$ cat config.mk
export PLATFORM = sky130hd
export DESIGN_NAME = hs_slot_sync
export DESIGN_NICKNAME = d
export VERILOG_FILES = /design/src/rtl/hs_slot_sync.sv
export SDC_FILE = /design/constraint.sdc
export NUM_CORES = 1
export LEC_CHECK = 0
export CORE_ASPECT_RATIO = 0.9
export CORE_MARGIN = 2
export CORE_UTILIZATION = 37
export CTS_BUF_LIST = sky130_fd_sc_hd__clkbuf_8 sky130_fd_sc_hd__clkbuf_16
export DETAILED_ROUTE_END_ITERATION = 12
export PLACE_DENSITY_LB_ADDON = 0.12
export SLEW_MARGIN = 40
export SYNTH_ARGS = -nofsm -noshare
export SYNTH_HDL_FRONTEND = slang
export SYNTH_SLANG_ARGS = --single-unit
$ cat constraint.sdc
create_clock -name clk_74a -period 5.36 [get_ports clk_74a]
set_input_delay 1.072 -clock clk_74a [delete_from_list [all_inputs] [get_ports clk_74a]]
set_output_delay 1.072 -clock clk_74a [all_outputs]
set_load 0.005 [all_outputs]
$ cat src/rtl/hs_slot_sync.sv
// High-score save/restore controller: maps core-RAM regions into one bridge byte window and
// sequences the dataslot restore/seed/save handshake. Optional autosave: define HS_AUTOSAVE_EN.
module hs_slot_sync #(
    parameter int                                NUM_REGIONS     = 2,
    parameter int                                HS_ADDR_W       = 12,
    parameter logic [NUM_REGIONS*HS_ADDR_W-1:0]  REGION_BASE     = {12'h57e, 12'h620},
    parameter logic [NUM_REGIONS*8-1:0]          REGION_LEN      = {8'd3, 8'd80},
    parameter logic [31:0]                       BRIDGE_BASE     = 32'h1000_0000,
    parameter logic [15:0]                       SLOT_ID         = 16'd2,
    parameter logic [9:0]                        DT_INDEX        = 10'd5,
    parameter logic [31:0]                       START_DELAY     = 32'h2349_3400,
    parameter logic [23:0]                       ACK_TIMEOUT     = 24'hFF_FFFF,
    parameter logic [31:0]                       AUTOSAVE_PERIOD = 32'(36'h4_6000_0000 >> 4)
) (
    input  logic                 clk_74a,
    input  logic                 reset,
    input  logic                 core_running,
    input  logic [31:0]          bridge_addr,
    input  logic [31:0]          bridge_wr_data,
    input  logic                 bridge_wr,
    input  logic                 bridge_rd,
    output logic [31:0]          bridge_rd_data,
    output logic                 selected,
    output logic [9:0]           datatable_addr,
    output logic [31:0]          datatable_data,
    output logic                 datatable_wren,
    input  logic [31:0]          datatable_q,
    output logic                 target_dataslot_read,
    output logic                 target_dataslot_write,
    input  logic                 target_dataslot_ack,
    output logic [15:0]          target_dataslot_id,
    output logic [31:0]          target_dataslot_slotoffset,
    output logic [31:0]          target_dataslot_bridgeaddr,
    output logic [31:0]          target_dataslot_length,
    output logic                 processor_halt,
    output logic [HS_ADDR_W-1:0] hs_address,
    output logic                 hs_write_enable,
    output logic [7:0]           hs_data_in,
    input  logic [7:0]           hs_data_out,
    input  logic                 save_req,
    output logic                 busy,
    output logic                 error
);

    function automatic int calc_total();
        int s;
        s = 0;
        for (int r = 0; r < NUM_REGIONS; r++) begin
            s = s + int'(REGION_LEN[r*8 +: 8]);
        end
        return s;
    endfunction

    localparam int         TOTAL_LEN   = calc_total();
    localparam logic [7:0] TOTAL_LEN_B = 8'(TOTAL_LEN);

    // Window offset -> core-RAM address: first region whose cumulative end exceeds the offset.
    function automatic logic [HS_ADDR_W-1:0] map_addr(input logic [7:0] off);
        int                   start;
        int                   len;
        logic                 found;
        logic [HS_ADDR_W-1:0] a;
        start = 0;
        found = 1'b0;
        a     = '0;
        for (int r = 0; r < NUM_REGIONS; r++) begin
            len = int'(REGION_LEN[r*8 +: 8]);
            if (!found && (int'(off) < start + len)) begin
                a     = REGION_BASE[r*HS_ADDR_W +: HS_ADDR_W] + HS_ADDR_W'(int'(off) - start);
                found = 1'b1;
            end
            start = start + len;
        end
        return a;
    endfunction

    function automatic logic in_range(input logic [7:0] off);
        return off < TOTAL_LEN_B;
    endfunction

    function automatic logic [7:0] byte_of(input logic [31:0] w, input logic [1:0] idx);
        logic [7:0] b;
        case (idx)
            2'd0:    b = w[31:24];
            2'd1:    b = w[23:16];
            2'd2:    b = w[15:8];
            default: b = w[7:0];
        endcase
        return b;
    endfunction

    assign selected                   = (bridge_addr[31:8] == BRIDGE_BASE[31:8]);
    assign datatable_addr             = DT_INDEX;
    assign datatable_data             = 32'(TOTAL_LEN);
    assign target_dataslot_id         = SLOT_ID;
    assign target_dataslot_slotoffset = 32'h0;
    assign target_dataslot_bridgeaddr = BRIDGE_BASE;
    assign target_dataslot_length     = 32'(TOTAL_LEN);

    logic unused_addr_lsbs;
    assign unused_addr_lsbs = ^bridge_addr[1:0];

    // ------------------------------------------------------------------
    // Bridge byte sequencer
    // ------------------------------------------------------------------
    logic                 seq_act_q, seq_act_d;
    logic                 seq_wr_q, seq_wr_d;
    logic [1:0]           seq_idx_q, seq_idx_d;
    logic [7:0]           seq_off_q, seq_off_d;
    logic [31:0]          seq_wdata_q, seq_wdata_d;
    logic [HS_ADDR_W-1:0] hs_address_q, hs_address_d;
    logic                 hs_we_q, hs_we_d;
    logic [7:0]           hs_din_q, hs_din_d;
    logic                 rd_vld_p0_q, rd_vld_p0_d;
    logic                 rd_oor_p0_q, rd_oor_p0_d;
    logic                 rd_last_p0_q, rd_last_p0_d;
    logic                 rd_vld_p1_q, rd_oor_p1_q, rd_last_p1_q;
    logic                 rd_last_p2_q, rd_last_p2_d;
    logic [31:0]          shift_q, shift_d;
    logic [31:0]          bridge_rd_data_q, bridge_rd_data_d;

    logic        start;
    logic [7:0]  cur_off;
    logic [1:0]  cur_idx;
    logic        cur_wr;
    logic [31:0] cur_wdata;
    logic        issue;

    always_comb begin
        start     = (bridge_wr | bridge_rd) & selected & ~seq_act_q;
        cur_off   = start ? {bridge_addr[7:2], 2'b00} : seq_off_q + 8'(seq_idx_q);
        cur_idx   = start ? 2'd0 : seq_idx_q;
        cur_wr    = start ? bridge_wr : seq_wr_q;
        cur_wdata = start ? bridge_wr_data : seq_wdata_q;
        issue     = start | seq_act_q;

        seq_act_d   = seq_act_q;
        seq_wr_d    = seq_wr_q;
        seq_idx_d   = seq_idx_q;
        seq_off_d   = seq_off_q;
        seq_wdata_d = seq_wdata_q;
        if (start) begin
            seq_act_d   = 1'b1;
            seq_wr_d    = bridge_wr;
            seq_idx_d   = 2'd1;
            seq_off_d   = {bridge_addr[7:2], 2'b00};
            seq_wdata_d = bridge_wr_data;
        end else if (seq_act_q) begin
            seq_idx_d = seq_idx_q + 2'd1;
            if (seq_idx_q == 2'd3) begin
                seq_act_d = 1'b0;
            end
        end

        hs_address_d = issue ? map_addr(cur_off) : hs_address_q;
        hs_we_d      = issue & cur_wr & in_range(cur_off);
        hs_din_d     = issue ? byte_of(cur_wdata, cur_idx) : hs_din_q;
        rd_vld_p0_d  = issue & ~cur_wr;
        rd_oor_p0_d  = ~in_range(cur_off);
        rd_last_p0_d = (cur_idx == 2'd3);

        shift_d          = shift_q;
        if (rd_vld_p1_q) begin
            shift_d = {shift_q[23:0], (rd_oor_p1_q ? 8'h00 : hs_data_out)};
        end
        rd_last_p2_d     = rd_vld_p1_q & rd_last_p1_q;
        bridge_rd_data_d = rd_last_p2_q ? shift_q : bridge_rd_data_q;
    end

    always_ff @(posedge clk_74a) begin
        if (reset) begin
            seq_act_q        <= 1'b0;
            seq_wr_q         <= 1'b0;
            seq_idx_q        <= 2'd0;
            hs_address_q     <= '0;
            hs_we_q          <= 1'b0;
            hs_din_q         <= 8'h00;
            rd_vld_p0_q      <= 1'b0;
            rd_oor_p0_q      <= 1'b0;
            rd_last_p0_q     <= 1'b0;
            rd_vld_p1_q      <= 1'b0;
            rd_oor_p1_q      <= 1'b0;
            rd_last_p1_q     <= 1'b0;
            rd_last_p2_q     <= 1'b0;
            bridge_rd_data_q <= 32'h0;
        end else begin
            seq_act_q        <= seq_act_d;
            seq_wr_q         <= seq_wr_d;
            seq_idx_q        <= seq_idx_d;
            hs_address_q     <= hs_address_d;
            hs_we_q          <= hs_we_d;
            hs_din_q         <= hs_din_d;
            rd_vld_p0_q      <= rd_vld_p0_d;
            rd_oor_p0_q      <= rd_oor_p0_d;
            rd_last_p0_q     <= rd_last_p0_d;
            // p0 -> p1: RAM read data for the p0 address is now on hs_data_out
            rd_vld_p1_q      <= rd_vld_p0_q;
            rd_oor_p1_q      <= rd_oor_p0_q;
            rd_last_p1_q     <= rd_last_p0_q;
            rd_last_p2_q     <= rd_last_p2_d;
            bridge_rd_data_q <= bridge_rd_data_d;
        end
    end

    always_ff @(posedge clk_74a) begin
        seq_off_q   <= seq_off_d;
        seq_wdata_q <= seq_wdata_d;
        shift_q     <= shift_d;
    end

    assign hs_address      = hs_address_q;
    assign hs_write_enable = hs_we_q;
    assign hs_data_in      = hs_din_q;
    assign bridge_rd_data  = bridge_rd_data_q;

    // ------------------------------------------------------------------
    // Dataslot control FSM
    // ------------------------------------------------------------------
    typedef enum logic [3:0] {
        ST_IDLE, ST_SIZE_RD, ST_CHECK, ST_SIZE_WR, ST_LOAD,
        ST_SAVE, ST_ACK_HI, ST_ACK_LO, ST_DONE
    } state_t;

    state_t      state_q, state_d;
    logic [31:0] cnt_q, cnt_d;
    logic        error_q, error_d;
    logic        rd_pulse_q, rd_pulse_d;
    logic        wr_pulse_q, wr_pulse_d;
    logic        wren_q, wren_d;
    logic        auto_tick;

`ifdef HS_AUTOSAVE_EN
    logic [31:0] auto_cnt_q, auto_cnt_d;

    // Held at the reload value outside DONE, so every entry to DONE restarts the period.
    always_comb begin
        auto_cnt_d = auto_cnt_q;
        if (state_q != ST_DONE) begin
            auto_cnt_d = AUTOSAVE_PERIOD - 32'd1;
        end else if (auto_cnt_q != 32'd0) begin
            auto_cnt_d = auto_cnt_q - 32'd1;
        end
    end

    always_ff @(posedge clk_74a) begin
        if (reset) begin
            auto_cnt_q <= AUTOSAVE_PERIOD - 32'd1;
        end else begin
            auto_cnt_q <= auto_cnt_d;
        end
    end

    assign auto_tick = (state_q == ST_DONE) && (auto_cnt_q == 32'd0);
`else
    logic unused_autosave;
    assign unused_autosave = ^AUTOSAVE_PERIOD;
    assign auto_tick       = 1'b0;
`endif

    always_comb begin
        state_d = state_q;
        cnt_d   = cnt_q;
        error_d = error_q;
        case (state_q)
            ST_IDLE: begin
                if (!core_running) begin
                    cnt_d = START_DELAY;
                end else if (cnt_q == 32'd0) begin
                    state_d = ST_SIZE_RD;
                end else begin
                    cnt_d = cnt_q - 32'd1;
                end
            end
            ST_SIZE_RD: state_d = ST_CHECK;
            ST_CHECK: begin
                if (datatable_q == 32'd0) begin
                    state_d = ST_SIZE_WR;
                end else if (datatable_q == 32'(TOTAL_LEN)) begin
                    state_d = ST_LOAD;
                end else begin
                    error_d = 1'b1;
                    state_d = ST_DONE;
                end
            end
            ST_SIZE_WR: state_d = ST_SAVE;
            ST_LOAD, ST_SAVE: begin
                state_d = ST_ACK_HI;
                cnt_d   = {8'h00, ACK_TIMEOUT};
            end
            ST_ACK_HI: begin
                if (target_dataslot_ack) begin
                    state_d = ST_ACK_LO;
                    cnt_d   = {8'h00, ACK_TIMEOUT};
                end else if (cnt_q == 32'd0) begin
                    error_d = 1'b1;
                    state_d = ST_DONE;
                end else begin
                    cnt_d = cnt_q - 32'd1;
                end
            end
            ST_ACK_LO: begin
                if (!target_dataslot_ack) begin
                    state_d = ST_DONE;
                end else if (cnt_q == 32'd0) begin
                    error_d = 1'b1;
                    state_d = ST_DONE;
                end else begin
                    cnt_d = cnt_q - 32'd1;
                end
            end
            ST_DONE: begin
                if (save_req || auto_tick) begin
                    state_d = ST_SAVE;
                end
            end
            default: state_d = ST_IDLE;
        endcase

        // Losing the core aborts whatever is in flight; the error flag survives.
        if (!core_running) begin
            state_d = ST_IDLE;
            cnt_d   = START_DELAY;
        end

        rd_pulse_d = (state_d == ST_LOAD);
        wr_pulse_d = (state_d == ST_SAVE);
        wren_d     = (state_d == ST_SIZE_WR);
    end

    always_ff @(posedge clk_74a) begin
        if (reset) begin
            state_q    <= ST_IDLE;
            cnt_q      <= START_DELAY;
            error_q    <= 1'b0;
            rd_pulse_q <= 1'b0;
            wr_pulse_q <= 1'b0;
            wren_q     <= 1'b0;
        end else begin
            state_q    <= state_d;
            cnt_q      <= cnt_d;
            error_q    <= error_d;
            rd_pulse_q <= rd_pulse_d;
            wr_pulse_q <= wr_pulse_d;
            wren_q     <= wren_d;
        end
    end

    assign processor_halt        = (state_q != ST_IDLE) && (state_q != ST_DONE);
    assign busy                  = processor_halt;
    assign error                 = error_q;
    assign target_dataslot_read  = rd_pulse_q;
    assign target_dataslot_write = wr_pulse_q;
    assign datatable_wren        = wren_q;

endmodule

**Floorplan with the power grid**

Bar = 50 um. Pins as bars on the die edge.
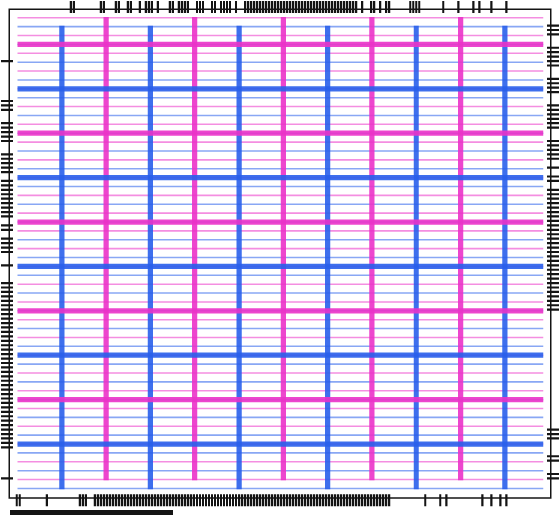
legend:
  VSS:
    colour: blue
  VDD:
    colour: magenta
signal pins: 325
met1 rails: 54
met4 straps: 11
met5 straps: 10

==> notes.org <==
* Flow results

** Layout
- Comb_multi_in :: 704
- Most common cell after layout, fill and taps aside :: sky130_fd_sc_hd__clkdlybuf4s50_1
- Leaving out buffers and inverters, the combinational logic in the layout accounts for 4056 sq um.
- Filler cell count in the final layout :: around 2200
- Fraction of final layout cells with drive strength greater than 1 :: 6.987%
- The layout has 17 clock buffers.
- The repair_antennas step left the layout with diodes totalling 1.
- Per the layout area report, the combinational fraction of cell area is 37.87%.
- Counting the inverters off the clock network in the layout gives 13.
- Non-clk bufs :: 180
- Reg area :: 3847 sq um
- Final sequential cell count :: 173
- The most common logic cells in the final layout are sky130_fd_sc_hd__clkdlybuf4s50_1 (166), sky130_fd_sc_hd__conb_1 (155), sky130_fd_sc_hd__nand2_1 (153), sky130_fd_sc_hd__dfxtp_1 (134), sky130_fd_sc_hd__nor2_1 (83).
- Non-clock buffers make up 16.47% of the layout cell area.
- Clock cells make up 5.724% of the layout cell area.
- Layout-stage area growth over the synthesis result :: 23.47%
- The fraction of cell area in sequential cells is reported as 35.92%.

** Global routing
- GR Util met3 :: 3.253%
- Via count of the first global-routing pass :: 5827
- For this run, the total global-route usage over all layers was measured as 15.56%.
- Global-route wire length before repair :: 30040 um
- Peak-usage layer in the global routing report :: met2
- Entering global routing, the biggest net connects 61 pins.
- Number of antenna violations at the first check in global routing :: 1
- GR Util met2 :: between 20% and 30%
- Recorded from the global router log, the overflow total was 0.

** Clock tree
- Clock transition at the register clock pins on the worst setup and hold paths after CTS :: 0.07 ns
- In this run the number of H-tree levels came out at 4.
- Total of cells resized after clock tree synthesis :: 0
- In this run, post-CTS hold repair placed 0 buffers.
- TritonCTS built the clock tree.
- Buffer levels on the longest clock path :: 2
- Post-CTS repair timing setup buffer count :: 0

** Synthesis
- Area reported by Yosys stat :: 8675 sq um
- Looking at the cell usage after synthesis, the top flip-flop cell is sky130_fd_sc_hd__dfxtp_1.
- Area fraction in mux cells :: 6.923%
- Total of warnings raised by yosys :: 0
- Top post-synthesis cells by count :: sky130_fd_sc_hd__buf_4 (156), sky130_fd_sc_hd__nand2_1 (154), sky130_fd_sc_hd__dfxtp_1 (135)
- Ranking of synthesized cells by area :: sky130_fd_sc_hd__dfxtp_1 (31%), sky130_fd_sc_hd__buf_4 (14%), sky130_fd_sc_hd__edfxtp_1 (13%)
- Of all cell types, the one taking the most synthesized area is sky130_fd_sc_hd__dfxtp_1.
- The synthesized netlist handed to floorplanning was reported with a cell count of 929.
- For reference, simple AND, OR, NAND and NOR cells occupy a little over a fifth of the area reported after synthesis.
- Top logic cell family in the synthesized netlist :: simple AND/OR/NAND/NOR gates
- Summing the areas of all xor and xnor instances in the mapped netlist gives between 3 and 4% of the synthesized area.
- Area of the mapped netlist :: 8675 sq um
- Summing the areas of all compound-gate instances in the mapped netlist gives under 10% of the synthesized area.
- Synth top area share :: a little under a third
- Registers, synthesis :: 173
- Dividing the synthesized area by the synthesized cell count gives 9.338 sq um.
- Among all cell types in the netlist, the one instantiated most often is sky130_fd_sc_hd__buf_4.

** Detailed routing
- For this run, the detailed router's first-pass iteration total came to 4.
- Per the detail_route report, vias per standard cell equal between 4 and 5.
- Post-route DRC violation count :: 0
- The wire length recorded after detailed routing is 19350 um.
- The routed layout has approximately 6300 vias.
- The highest layer touched by signal routing is met4.
- After detailed routing, the met3 layer carries 944 um of wire.
- Detailed-route iteration 0 reported a violation count of about 390.

** Min path
- Startpoint of the tightest hold check path :: rd_last_p1_q
- Worst min-delay path endpoint :: rd_last_p2_q
- The type recorded for the worst min-delay path is flop to flop.
- Hold Path Cell Cnt :: 2

** Floorplan
- The floorplan step defined a die boundary enclosing 24690 sq um.
- Initial core utilization :: 37.37%
- Io pins :: approximately 330
- The die is 165.4 um wide.
- The floorplan report lists the tap cell count as about 300.

** Worst setup path
- The worst setup path is captured at a flop.
- Maximum fanout count along the critical path :: 5
- Tracing the worst setup path back leads to its startpoint at bridge_addr[9].
- R2R depth :: 10
- The OpenROAD report gives the critical path a required time of 5.70 ns.
- Data arrival time of the worst path :: ~4.7 ns
- The worst setup path is launched from an input port.
- CP Cell Sequence :: clkdlybuf4s50_1, nor4b_2, nand2_1, nor4_4, mux2i_1, inv_1, ha_1, nand2_1, nor3_1, a311o_1, and2_1, o21a_1, o32ai_1
- Launch instance of the worst register-to-register path :: seq_act_q
- Among all stages on the critical path, the maximum delay recorded is 0.52 ns.
- For flop-to-flop paths, the worst setup slack is 2.46 ns.
- Critical path's slowest cell :: sky130_fd_sc_hd__nor4b_2
- OpenSTA lists the critical path endpoint as hs_address[8].
- For the worst reg-to-reg path, the endpoint reported by OpenROAD is hs_address[8].

** Final timing
- Per the timing report, the achievable frequency comes out to 229.7 MHz.
- The tightest hold path in the finished design has a slack of approximately 0.4 ns.
- From the final report, the count of setup violators was given as 0.
- The final timing report lists clock skew as 0.01015 ns.
- Unrepaired setup endpoints after global routing :: no
- Max-slew check failures listed in the final report amount to 0.
- Once routing completed, OpenROAD measured the worst setup slack at approximately 1.0 ns.
- Measured slew at the worst slew-check pin :: around 0.75 ns

** Power
- Power density over cell area :: 259.4 nW/um^2
- Summed over all cells, the static leakage comes to around 0.004 uW.

** Flow run
- Maxcap violations :: 0
- In this run the tools logged warnings totalling 31.

** Placement
- RePlAce Congestion :: 0.8517
- Prior to clock tree synthesis, the placed netlist has a worst setup slack of 0.5240 ns.

** Run status
- Result of the run :: finished clean
**Cell classes on the final placement**

Bar = 50 um.
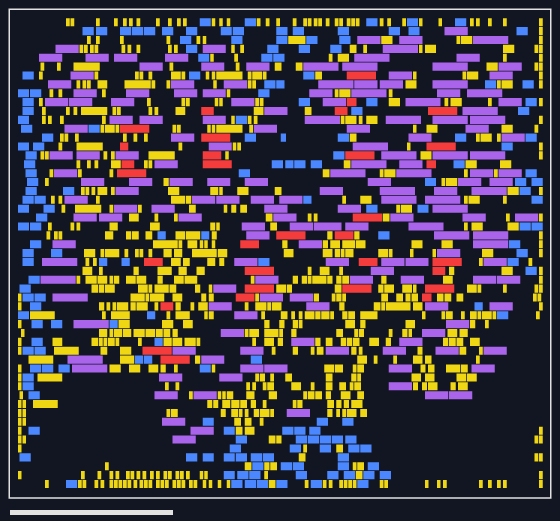
legend:
  remaining buffers and delay cells:
    colour: blue
    cells: 180
    share_of_their_area: 17%
  clock drivers and dummy loads:
    colour: red
    cells: 32
    share_of_their_area: 5.9%
  registers:
    colour: purple
    cells: 173
    share_of_their_area: 37%
  remaining logic cells:
    colour: yellow
    cells: 717
    share_of_their_area: 40%
Cell Rows: 53
core outline area: 23210 sq um
share of the core filled with cells in the final layout: 46.15%

==> registers in the layout, indices dropped and copies added, names as in the netlist, 2 cells and up <==
signal          count
seq_off_q           6
seq_idx_q           2
hs_address         11
hs_data_in          8
bridge_rd_data     32
cnt_q              32
state_q             4
seq_wdata_q        32
shift_q            32
==> per-stage QoR <==
step / cell area (sq um) / utilization [%] / instances
final: 10710 / 46.15 / 1405
after global placement: 10090 / 43.46 / 1372
after floorplan: 9249 / - / 1082
after CTS: 10700 / 46.11 / 1404
after global routing: 10710 / 46.15 / 1405
after detailed placement: 10090 / 43.47 / 1372
==> report_power, final <==
group / leakage, uW / total, uW / internal (uW) / switching (uW)
registers: 0.00143 / 1340 / 1330 / 8.88
clock network: 0.000295 / 1250 / 638 / 609
logic: 0.00232 / 190 / 99.3 / 90.9
Power figures rest on the tool's default switching activity, not on a simulated workload.
